[src/rtl/nand_read_arbiter.sv]
// nand_read_arbiter: round-robin arbiter granting two requesters access to a NAND page reader,
// tracking the 512-byte transfer and aborting on ready/strobe timeout.
module nand_read_arbiter #(
    parameter int TIMEOUT_CYC = 1023
) (
    input  logic        clk,
    input  logic        rst,
    input  logic        req0,
    input  logic        req1,
    input  logic [14:0] page0,
    input  logic [14:0] page1,
    output logic        gnt0,
    output logic        gnt1,
    output logic        done0,
    output logic        done1,
    output logic        err,
    output logic        err_src,
    output logic        rd_start,
    output logic [14:0] rd_page,
    input  logic        rb,
    input  logic        data_en,
    output logic [8:0]  byte_cnt,
    output logic        busy
);
    typedef enum logic [2:0] {IDLE, GRANT, START, WAIT_RB, XFER, DONE, ERR} state_t;
    localparam logic [9:0] TMO = 10'(TIMEOUT_CYC);

    state_t      state_q, state_d;
    logic        cur_id_q, cur_id_d, last_q, last_d, err_src_q, err_src_d;
    logic [14:0] rd_page_q, rd_page_d;
    logic [8:0]  byte_cnt_q, byte_cnt_d;
    logic [9:0]  timer_q, timer_d;
    logic        win;

    // on contention the requester not served last wins
    assign win = (req0 & req1) ? ~last_q : req1;

    always_comb begin
        state_d    = state_q;
        cur_id_d   = cur_id_q;
        last_d     = last_q;
        err_src_d  = err_src_q;
        rd_page_d  = rd_page_q;
        byte_cnt_d = byte_cnt_q;
        timer_d    = timer_q;
        unique case (state_q)
            IDLE: if (req0 | req1) begin
                cur_id_d  = win;
                rd_page_d = win ? page1 : page0;
                state_d   = GRANT;
            end
            GRANT: state_d = START;
            START: begin
                timer_d    = '0;
                byte_cnt_d = '0;
                state_d    = WAIT_RB;
            end
            WAIT_RB: if (rb) begin
                timer_d = '0;
                state_d = XFER;
            end else if (timer_q == TMO) begin
                err_src_d = cur_id_q;
                state_d   = ERR;
            end else timer_d = timer_q + 10'd1;
            // a strobe in the timeout cycle still counts and prevents the abort
            XFER: if (data_en) begin
                byte_cnt_d = byte_cnt_q + 9'd1;
                timer_d    = '0;
                state_d    = (byte_cnt_q == 9'd511) ? DONE : XFER;
            end else if (timer_q == TMO) begin
                err_src_d = cur_id_q;
                state_d   = ERR;
            end else timer_d = timer_q + 10'd1;
            DONE: begin
                last_d  = cur_id_q;
                state_d = IDLE;
            end
            ERR: begin
                last_d     = cur_id_q;
                byte_cnt_d = '0;
                state_d    = IDLE;
            end
            default: state_d = IDLE;
        endcase
    end

    always_ff @(posedge clk or posedge rst) begin
        if (rst) begin
            state_q    <= IDLE;
            cur_id_q   <= 1'b0;
            last_q     <= 1'b1;
            err_src_q  <= 1'b0;
            rd_page_q  <= '0;
            byte_cnt_q <= '0;
            timer_q    <= '0;
        end else begin
            state_q    <= state_d;
            cur_id_q   <= cur_id_d;
            last_q     <= last_d;
            err_src_q  <= err_src_d;
            rd_page_q  <= rd_page_d;
            byte_cnt_q <= byte_cnt_d;
            timer_q    <= timer_d;
        end
    end

    assign gnt0     = (state_q == GRANT) & ~cur_id_q;
    assign gnt1     = (state_q == GRANT) & cur_id_q;
    assign done0    = (state_q == DONE) & ~cur_id_q;
    assign done1    = (state_q == DONE) & cur_id_q;
    assign err      = state_q == ERR;
    assign err_src  = err_src_q;
    assign rd_start = state_q == START;
    assign rd_page  = rd_page_q;
    assign byte_cnt = byte_cnt_q;
    assign busy     = state_q != IDLE;
endmodule

[config.mk]
export PLATFORM = sky130hd
export DESIGN_NAME = nand_read_arbiter
export DESIGN_NICKNAME = d
export VERILOG_FILES = /design/src/rtl/nand_read_arbiter.sv
export SDC_FILE = /design/constraint.sdc
export NUM_CORES = 1
export LEC_CHECK = 0
export ABC_AREA = 1
export CORE_MARGIN = 1
export CORE_UTILIZATION = 47
export DETAILED_ROUTE_END_ITERATION = 12
export PLACE_DENSITY_LB_ADDON = 0.15
export SYNTH_ARGS = -nofsm -noshare
export SYNTH_HDL_FRONTEND = slang
export SYNTH_SLANG_ARGS = --single-unit
[constraint.sdc]
create_clock -name clk -period 2 [get_ports clk]
set_input_delay 0.4 -clock clk [delete_from_list [all_inputs] [get_ports clk]]
set_output_delay 0.4 -clock clk [all_outputs]
set_load 0.03 [all_outputs]
==> run_results.csv <==
group,metric,value,unit
worst_setup_path,rrSetupSlack,0.30,ns
floorplan,fp-row-count,24,
floorplan,core_region_area,0.00441,mm^2
placed_design,port_buffers,67,
sta,fin_setup_tns,0,ns
synthesis,synthTopCellsByCount,"nand2_1 (58), o21ai_0 (46), dfrtp_1 (39)",
layout,fin_nets,399,
synthesis,most_common_cell,"nand2_1",
clock_network,cts.sinks,40,
route,vias,2218,
power_and_ir_drop,power_density,1260,mW/mm^2
clock_network,clock_path_buffers,2,
synthesis,synth-compound-area-share,0.165,
synthesis,ys_top_logic_family,"simple AND/OR/NAND/NOR gates",
route,antenna_left,0,
sta,slew_headroom,0.740,
worst_setup_path,crit_slowest_cell,"dfrtp_1",
grt,grt_overflow_total,0,
worst_setup_path,r2r_cells,7,
sta,hold_viol,0,
floorplan,initCoreUtil,0.494,
min_path,hold_class,"in -> async",
synthesis,area_leaders,"dfrtp_1 (45%), o21ai_0 (11%), nand2_1 (10%)",
worst_setup_path,endpoint_kind,"output port",
route,first_pass_iters,4,
sta,rsz0062_at_grt,"false",
clock_network,cts_hold_buf,0,
floorplan,dieHeight,70.1,um
worst_setup_path,critical_path_arrival,1.49,ns
route,wl,5510,um
clock_network,clkLatencyLatePin,0.29,ns
synthesis,edf_count,0,
power_and_ir_drop,power.total,3.84,mW
synthesis,yosys_warnings,0,
route,drc_errors,0,
worst_setup_path,worstPathCellList,"buf_4, nor2_4, nand2_4, dlygate4sd2_1",
grt,grt_first_pass_wirelength,9640,um
synthesis,synth_area_per_cell,7.67,um^2
synthesis,synth_cell_types,33,
worst_setup_path,crit_end,"busy",
synthesis,syn_inst,284,
synthesis,postSynthSeqShare,0.460,
clock_network,cts_tree,"built",
worst_setup_path,startpoint_type,"register",
synthesis,syn-num-nets,323,
worst_setup_path,r2r_start,"state_q[0]$_DFFE_PP0P_",
clock_network,post_cts_buffers,0,
grt,grt_pass1_vias,2117,
placed_design,dp_hpwl,3970,um
run_status,status,"complete, no violations",
worst_setup_path,worstSetupPathType,"reg -> out",
clock_network,numCtsBuffers,5,
sta,fin_crit,1.89,ns
layout,area.growth.synth_to_final,39.5,%
power_and_ir_drop,leakage,1.41,nW
job,warning_count,26,
worst_setup_path,critPathMaxStageDelay,0.44,ns
sta,setup_viol,0,
sta,finalCritPeriodShare,0.947,
synthesis,yosysTopAreaCellShare,0.448,
synthesis,yosys.area_share.xor_xnor,0,
grt,grt_max_degree,41,
synthesis,ys_cells,284,
worst_setup_path,path_max_fanout,4,
synthesis,synth-simple-area-share,0.292,
worst_setup_path,critPathRequiredTime,1.60,ns
clock_network,clockRootBuffer,"clkbuf_8",
synthesis,top_area_cell,"dfrtp_1",
floorplan,io_pins,68,
placed_design,dp.cells,405,
layout,final_layout_size_suffix_gt1_frac,0.0942,
layout,diodes,0,
layout,layout.cells.non_filler,413,
synthesis,yosys_most_used_dff,"dfrtp_1",
synthesis,yosysChipArea,0.00218,mm^2
power_and_ir_drop,ir_drop,0.737,mV
sta,fmax,528,MHz
job,cap_violations,0,
-- power breakdown --
part / switching [mW] / internal [mW] / total (mW) / leakage, nW
clock: 0.291 / 0.371 / 0.661 / 0.0552
combinational: 1.25 / 0.723 / 1.97 / 0.833
sequential: 0.153 / 1.05 / 1.20 / 0.521
-- how the worst min path moves through the flow --
stage,startpoint,to,slack (ns),depth (start not counted)
floorplan,last_q$_DFFE_PP1P_,last_q$_DFFE_PP1P_,0.48,2
global placement,rd_page[1]$_DFFE_PP0P_,rd_page[1]$_DFFE_PP0P_,0.49,2
detailed placement,rd_page[6]$_DFFE_PP0P_,rd_page[6]$_DFFE_PP0P_,0.50,2
CTS,rst,rd_page[5]$_DFFE_PP0P_,0.46,3
global route,rst,rd_page[5]$_DFFE_PP0P_,0.50,3
finish,rst,state_q[1]$_DFFE_PP0P_,0.46,3
-- cell type report --
type	count	area [um^2]
repair buffers	75	724
flip-flops and latches	40	1000
well taps	52	65.1
multi-input cells	209	1030
fillers	387	1370
clock inverters	2	35.0
inverters	29	109
clock buffers	6	72.6
-- logic make-up (layout without fill, tap and decap cells) --
family	count (synthesis)	after routing
AND/OR/NAND/NOR	138	138
AND-OR/OR-AND	68	68
flip-flops	40	40
buffers and inverters	35	112
adder cells (fa/ha/maj)	3	3
-- timing repair --
item	CTS	global route
endpoints found under the hold margin	0	0
endpoints found under the setup margin	6	5
resized	6	8
-- critical path, delay by kind of cell, from the launching register on --
family / cells / cell delay [ns]
buffers and inverters: 2 / 0.54
flip-flops: 1 / 0.44
AND/OR/NAND/NOR: 2 / 0.21
-- through the flow --
step | hold slack [ns] | instance area (um^2) | worst slack (ns)
floorplan | 0.482 | 2180 | 0.365
global placement | 0.491 | 2950 | 0.0975
detailed placement | 0.504 | 2950 | 0.0641
CTS | 0.464 | 3050 | 0.00398
global route | 0.499 | 3040 | 0.0128
finish | 0.455 | 3040 | 0.106
-- metal layers --
layer	global-route usage	up-vias	part of all wire
li1	-	1096	-
met1	0.323	1041	0.44
met2	0.390	72	0.47
met3	0.0765	9	0.076
met4	0.0800	0	0.014
met5	0	-	0
-- cells in the final DEF, fill, tap and decap left out, drive strengths merged --
cell type	netlist	layout
buf	3	9
nand2	61	61
dlygate4sd2	0	1
clkbuf	3	9
nand3	22	22
a22o	1	1
o211ai	2	2
inv	29	29
or2	1	1
a31oi	1	1
nor3	4	4
nor2	37	37
and2	1	1
ha	3	3
nor4	1	1
clkinv	0	1
o21ai	54	54
clkdlybuf4s15	0	2
clkdlybuf4s50	0	60
dfstp	1	1
bufinv	0	1
a21o	1	1
and3	2	2
dfrtp	39	39
a21boi	1	1
a21oi	8	8
nand4	9	9
-- state kept, by name, indices dropped and copies added (netlist names) --
name,flops
timer_q,10
err_src,1
rd_page,15
state_q,3
byte_cnt,9
cur_id_q,1
last_q,1
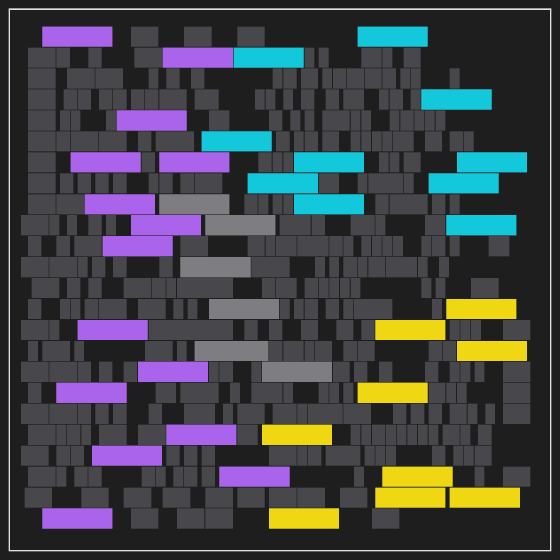
*Register map, names as in the netlist*
Other sequential cells in the stronger gray, the rest of the logic in the fainter gray.
signal	color	flops
`rd_page`	purple	15
`byte_cnt`	yellow	9
`timer_q`	cyan	10
not colored	6
post-layout util: 0.689
Flop+latch power: 1.20 mW
Sequential cell area: 0.00100 mm^2
sequential share of cell area: 0.330

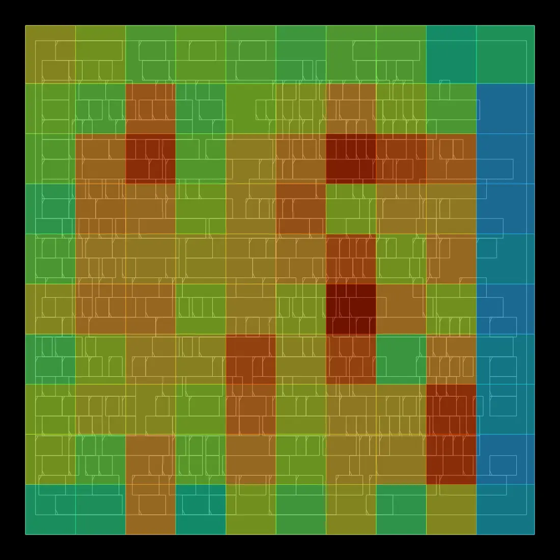
*Routing congestion*
met1 Resource Use GR: 0.323
grt met2 use: 0.390
Routed WL per cell: 13.3 um
GRT Total Usage: 0.247
busiest grt layer: met2

No activity file was given, so power comes from the tool's default toggle rates.
